File: config.mk
export PLATFORM = sky130hd
export DESIGN_NAME = scan_decoder
export DESIGN_NICKNAME = d
export VERILOG_FILES = /design/src/rtl/scan_decoder.sv
export SDC_FILE = /design/constraint.sdc
export NUM_CORES = 1
export LEC_CHECK = 0
export CAP_MARGIN = 20
export CORE_UTILIZATION = 40
export DETAILED_ROUTE_END_ITERATION = 8
export PLACE_DENSITY = 0.69
export SYNTH_ARGS = -nofsm -noshare
export SYNTH_HDL_FRONTEND = slang
export SYNTH_SLANG_ARGS = --single-unit
File: constraint.sdc
create_clock -name clk -period 2.3 [get_ports clk]
set_clock_uncertainty 0.2 [all_clocks]
set_input_delay 0.23 -clock clk [delete_from_list [all_inputs] [get_ports clk]]
set_output_delay 0.23 -clock clk [all_outputs]
set_load 0.01 [all_outputs]
File: src/rtl/scan_decoder.sv
// Registered N-to-2**N decoder with two modes: direct decode of an address,
// or an automatic scan that holds each output for dwell+1 cycles.
module scan_decoder #(
    parameter int N           = 2,
    parameter int DWELL_W     = 4,
    parameter int ACTIVE_HIGH = 1
) (
    input  logic               clk,
    input  logic               rst,
    input  logic               E,
    input  logic               mode,
    input  logic [N-1:0]       A,
    input  logic [DWELL_W-1:0] dwell,
    output logic [0:2**N-1]    D,
    output logic [N-1:0]       sel,
    output logic               wrap
);

    localparam int              NOUT      = 2 ** N;
    localparam logic            ACT_LVL   = (ACTIVE_HIGH != 0);
    localparam logic [0:NOUT-1] INACT_VEC = {NOUT{~ACT_LVL}};
    localparam logic [N-1:0]    LAST_SEL  = N'(NOUT - 1);

    typedef enum logic [1:0] {
        ST_IDLE,
        ST_DIRECT,
        ST_SCAN
    } state_t;

    state_t             state_q, state_d;
    logic [DWELL_W-1:0] cnt_q, cnt_d;
    logic [N-1:0]       sel_q, sel_d;
    logic               wrap_q, wrap_d;
    logic [0:NOUT-1]    d_q, d_d;

    // Mode is re-evaluated every cycle; a scan only keeps its position while
    // the previous cycle was also a scan cycle.
    always_comb begin
        state_d = state_q;
        cnt_d   = cnt_q;
        sel_d   = sel_q;
        wrap_d  = 1'b0;
        if (!E) begin
            state_d = ST_IDLE;
        end else if (!mode) begin
            state_d = ST_DIRECT;
            sel_d   = A;
            cnt_d   = '0;
        end else begin
            state_d = ST_SCAN;
            if (state_q != ST_SCAN) begin
                sel_d = '0;
                cnt_d = '0;
            end else if (cnt_q >= dwell) begin
                sel_d  = sel_q + 1'b1;
                cnt_d  = '0;
                wrap_d = (sel_q == LAST_SEL);
            end else begin
                cnt_d = cnt_q + 1'b1;
            end
        end
    end

    // Output pattern is decoded from the next-cycle index so D and sel
    // always change on the same edge.
    generate
        for (genvar gi = 0; gi < NOUT; gi++) begin : g_dec
            assign d_d[gi] = ((state_d != ST_IDLE) && (sel_d == N'(gi))) ? ACT_LVL : ~ACT_LVL;
        end
    endgenerate

    always_ff @(posedge clk) begin
        if (rst) begin
            state_q <= ST_IDLE;
            cnt_q   <= '0;
            sel_q   <= '0;
            wrap_q  <= 1'b0;
            d_q     <= INACT_VEC;
        end else begin
            state_q <= state_d;
            cnt_q   <= cnt_d;
            sel_q   <= sel_d;
            wrap_q  <= wrap_d;
            d_q     <= d_d;
        end
    end

    assign D    = d_q;
    assign sel  = sel_q;
    assign wrap = wrap_q;

endmodule
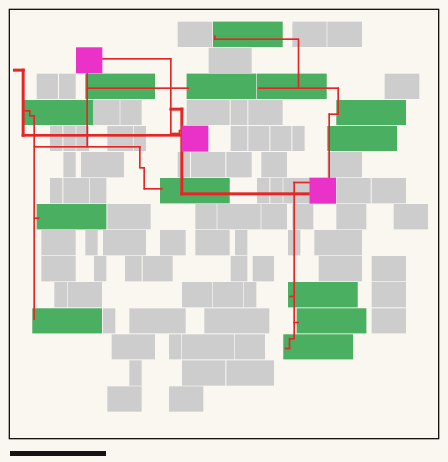
Fig. 1. Routed clock nets over the placement.
Bar = 10 um.
- red: clock wires (length 185 um)
- magenta: clock drivers (count 3)
- green: flip-flops (count 13)
- routed clock nets: 4

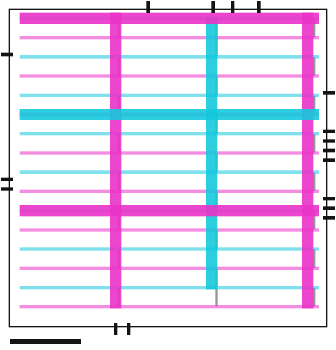
Fig. 2. Supply network.
Bar = 10 um. Pins as bars on the die edge. Tap cells in gray.
- magenta: VSS
- cyan: VDD
- signal pins: 17
- met5 straps: 3
- rows: 15
- tap cells: 25
- met4 straps: 3

==> results_slide.txt <==
Synthesis and Place & Route Summary

Run status
  – Status: completed

Power
  – Static leakage: 0.392 nW
  – Peak VDD IR: 0.000332 V

Critical path
  – Critical path, cell by cell: clkdlybuf4s50_1 -> inv_1 -> ha_1 -> o21ai_1 -> and2b_1 -> nor3_2 -> nor3_2 -> and3_1
  – Worst path max stage delay: about 0.45 ns
  – Delay-heaviest family, CP: simple AND/OR/NAND/NOR gates
  – Crit Path Class: primary input to flip-flop
  – Startpoint class of the critical path: primary input
  – Crit. End Element: flip-flop
  – Worst-path fanout max: 3
  – CP required: 2.32 ns
  – Slowest cell on crit path: clkdlybuf4s50_1

Synth
  – Syn Area/Cell: 9.73 um^2
  – Ys cells: 75
  – Async SR Flop Fraction: 0%
  – Post-synth seq share: 35.7%
  – Distinct cells, synth: 33
  – Synth Cell Area: around 730 um^2
  – Dominant Register Cell: dfxtp_1
  – Synth cell count leaders: 13 x dfxtp_1, 6 x ha_1, 6 x inv_1, 6 x nand2_1, 6 x nor2_1
  – Yosys warning tally: 0

STA
  – Final worst slack: roughly 0.44 ns
  – Slew @ Worst Pin: 0.318 ns
  – Final setup viols: 0
  – Fmax: 0.539 GHz
  – Final worst-path cycle share: around 81%

Run
  – Tool warnings: 26

Clocking
  – Clk sink count: 13
  – Longest Clk Path Bufs: 2
  – Clock transition at path regs: 0.08 ns
  – Cts hold-fix bufs: 0

Layout
  – Final net count: 111
  – FILL cells: 173
  – Share of post-route cells with drive strength above 1: a little under a fifth

GRT
  – Initial antenna violation count: 0
  – Total Routing Usage GR: 16.4%
  – Largest net degree at the start of global routing: 9
  – Grt ovf: 0
  – Vias in the first global route: 589

Hold path
  – Hold/Removal Path Class: flip-flop to flip-flop

Drt
  – DR iter-0 viols: 7
  – Drt pass-1 iters: 2
  – DR WL/cell: 11.0 um
  – Final wirelength: 1310 um

Floorplan
  – Die ar.: around 0.002 mm^2
  – Die Ht: 44.7 um
  – Row count: 15

Placed design
  – IO buf count: 16
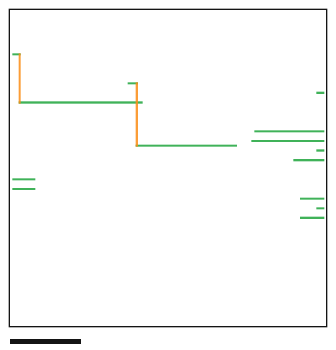
Fig. 3. Metal layers overlaid.
Bar = 10 um. Two of the layers only.
- green: metal 3 (wire length 71.8 um)
- orange: metal 4 (wire length 15.6 um)

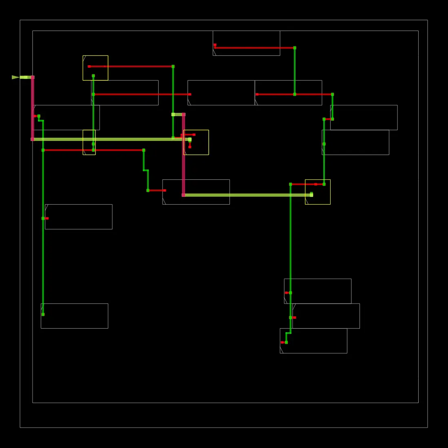
Fig. 4. Clock wiring as the flow saved it.
Flops: 13
Clock Latency Late Sink: 0.28 ns
Clock group: 142 uW
CTS buffer count: 3

-- stage by stage --
step | cells | utilization [%] | total power, mW | cell area (um^2)
2_1_floorplan | 75 | - | 0.272 | 729
3_3_place_gp | 115 | 53.1 | 0.299 | 917
3_5_place_dp | 115 | 53.1 | 0.300 | 917
4_1_cts | 119 | 54.6 | 0.445 | 943
5_1_grt | 119 | 54.6 | 0.457 | 943
6_report | 119 | 54.6 | 0.437 | 943
-- where the power goes --
| group | leakage (nW) | switching [mW] | total [mW] | internal, mW |
|---|---|---|---|---|
| Clock | 0.0150 | 0.0746 | 0.142 | 0.0673 |
| Combinational | 0.272 | 0.0280 | 0.0625 | 0.0345 |
| Sequential | 0.106 | 0.00272 | 0.232 | 0.230 |
-- worst register-to-register path, stage by stage (launching register included) --
cell and delay, ns:
dfxtp_1 0.36, inv_1 0.08, ha_1 0.32, nor2b_4 0.05
o21ai_2 0.21, a21oi_2 0.11, nor3_2 0.27, and3_1 0.19
-- area by class of cell --
type / count / area share, %
clock buffer: 4 / 2.79
multi-input combinational: 55 / 46.9
inverter: 6 / 2.39
tap: 25 / 3.32
sequential: 13 / 27.6
timing repair buffer: 16 / 17.0
-- cell usage in the layout, fill, tap and decap left out --
master,Yosys,routed
mux2i_1,1,1
nor2_2,1,1
a31oi_1,3,3
clkbuf_4,0,3
a21oi_2,1,1
dfxtp_1,13,13
ha_1,6,6
clkbuf_1,1,1
nor3b_1,1,1
o211ai_2,1,1
nand2_1,6,6
nand2b_1,1,1
nor2_1,6,6
and4b_4,1,1
nor3b_2,2,2
and2b_1,1,1
o21ai_1,2,2
and3_1,2,2
o21a_4,1,1
a21o_1,1,1
nor3_4,1,1
o21ai_2,1,1
nor3_1,2,2
and2_2,1,1
and3b_1,1,1
nand3b_1,3,3
nor3_2,2,2
inv_1,6,6
nand4b_1,1,1
a22oi_1,1,1
nand2b_2,1,1
nand3_1,2,2
nor2b_4,1,1
a21boi_4,1,1
clkdlybuf4s50_1,0,16
-- per-layer routing --
metal	up-vias	share of wire (%)	GRT usage (%)	wire (um)
li1	302	-	-	-
met1	261	45	17.0	594
met2	13	48	30.0	632
met3	4	5.4	6.40	71
met4	0	1.1	5.45	15
met5	-	0	0	0
-- state kept, by name, summed over array words and instances (netlist names) --
name and cells:
state_q 2, D 4, cnt_q 4, sel 2
wrap 1
-- path summary, 6_finish.rpt --
kind | from | end | slack (ns) | cells after the start
min reg2reg | cnt_q[3] | cnt_q[3] | 0.33 | 2
max | dwell[2] | D[1] | 0.44 | 8
min | cnt_q[3] | cnt_q[3] | 0.33 | 2
max reg2reg | cnt_q[0] | D[1] | 0.45 | 7
-- logic make-up after synthesis --
family          Yosys count  share of synthesized area [%]
simple gates             36                           34.3
flops                    13                           35.7
compound gates           12                           14.8
buf+inv                   7                           3.60
fa+ha+maj                 6                           10.3
mux                       1                           1.37
Power is estimated from default activity; no workload was simulated.
